Design systolic_tile_scheduler, sky130hd; sources not shown.
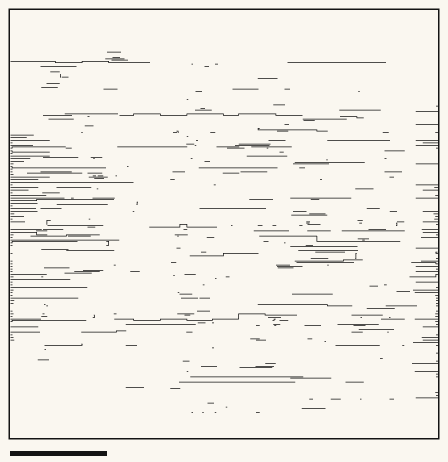
**Above:** M3 wires.
The bar under the picture is 50 um long.
The layer carries 3740 um of wire. The wires run mostly horizontal. 249 nets have wire on it.
routed wire length: 65600 um
GR Util met3: 5.08%
Via Count: 16111

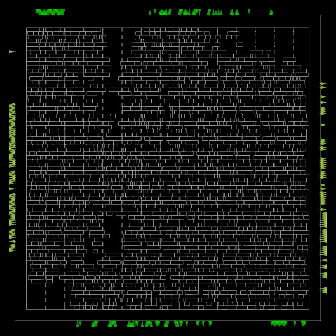
**Above:** placement view.
fill count: 2824
flop count: 538
Tapcell Cnt: 539
Layout Cells excl Fill: 2632
flop share of the area: 45.8%

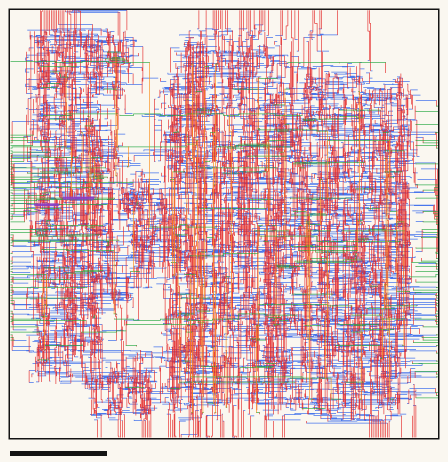
**Above:** routed metal, one color a layer.
The bar under the picture is 50 um long.
metal 4: drawn in orange, wire length 2890 um. metal 1: drawn in blue, wire length 26.0 mm. metal 5: drawn in purple, wire length 25.8 um. metal 2: drawn in red, wire length 32.9 mm. metal 3: drawn in green, wire length 3740 um.
WL per Instance: 24.9 um
Total Routing Usage GR: 25.7%

==> notes.md <==
impl run done, here's what came out: worst path cell trace=inv_4 > ha_4 > or3b_4 > buf_8 > clkbuf_16 > nor2_4 > nor2_2 > buf_6, Max-area cell class=sequential cells, vias in the first global route=17020, vias per cell=6.12, Post-synth top cells=dfrtp_1 (537), mux2_2 (432), nor2_1 (144), a21oi_1 (81), nand2_1 (79), wire length on met3=3740 um, Clock H-tree levels=2, Yosys top cell by area=dfrtp_1, Gate power share=3.1%, Pwr top=registers, root buf cell=clkbuf_16, most numerous logic cell after layout=dfrtp_1, outcome=finished with violations, # setup viols final=48, ys flops=538, clock skew=0.0316 ns, Max Cap Viol=0, layout cells sized above 1=37.0%, ys async rst share=100%, final worst setup slack=-0.294 ns, crit path DAT=2.44 ns, failing checks=setup timing, logic area=9620 um2, R2R Setup Slk=0 ns, Crit path largest cell delay=0.49 ns, Tightest Pin Transition=0.662 ns, max-slew violations=0, Power Combinational=0.000506 W, Mapped Cells=1781, grt ovf=0, Area Overhead vs Synth=26.8%, most frequent cells in the layout=dfrtp_1 (536), mux2_2 (416), clkdlybuf4s50_1 (197), antenna violations before repair=2, count of non-CTS inverters in the layout=5, hold slack=0.466 ns, Setup crit start kind=register, met2 routed WL=32900 um, antenna viol nets, final=0, WL met1=26000 um, clock transition at the registers of the reported paths=0.06 ns, Crit. End Element=output pin, core area=41800 um2, Crit path required time=2.14 ns, Leak=13.7 nW, Inst Count DP=2512, count leader, synth=dfrtp_1
Power figures rest on the tool's default switching activity, not on a simulated workload.
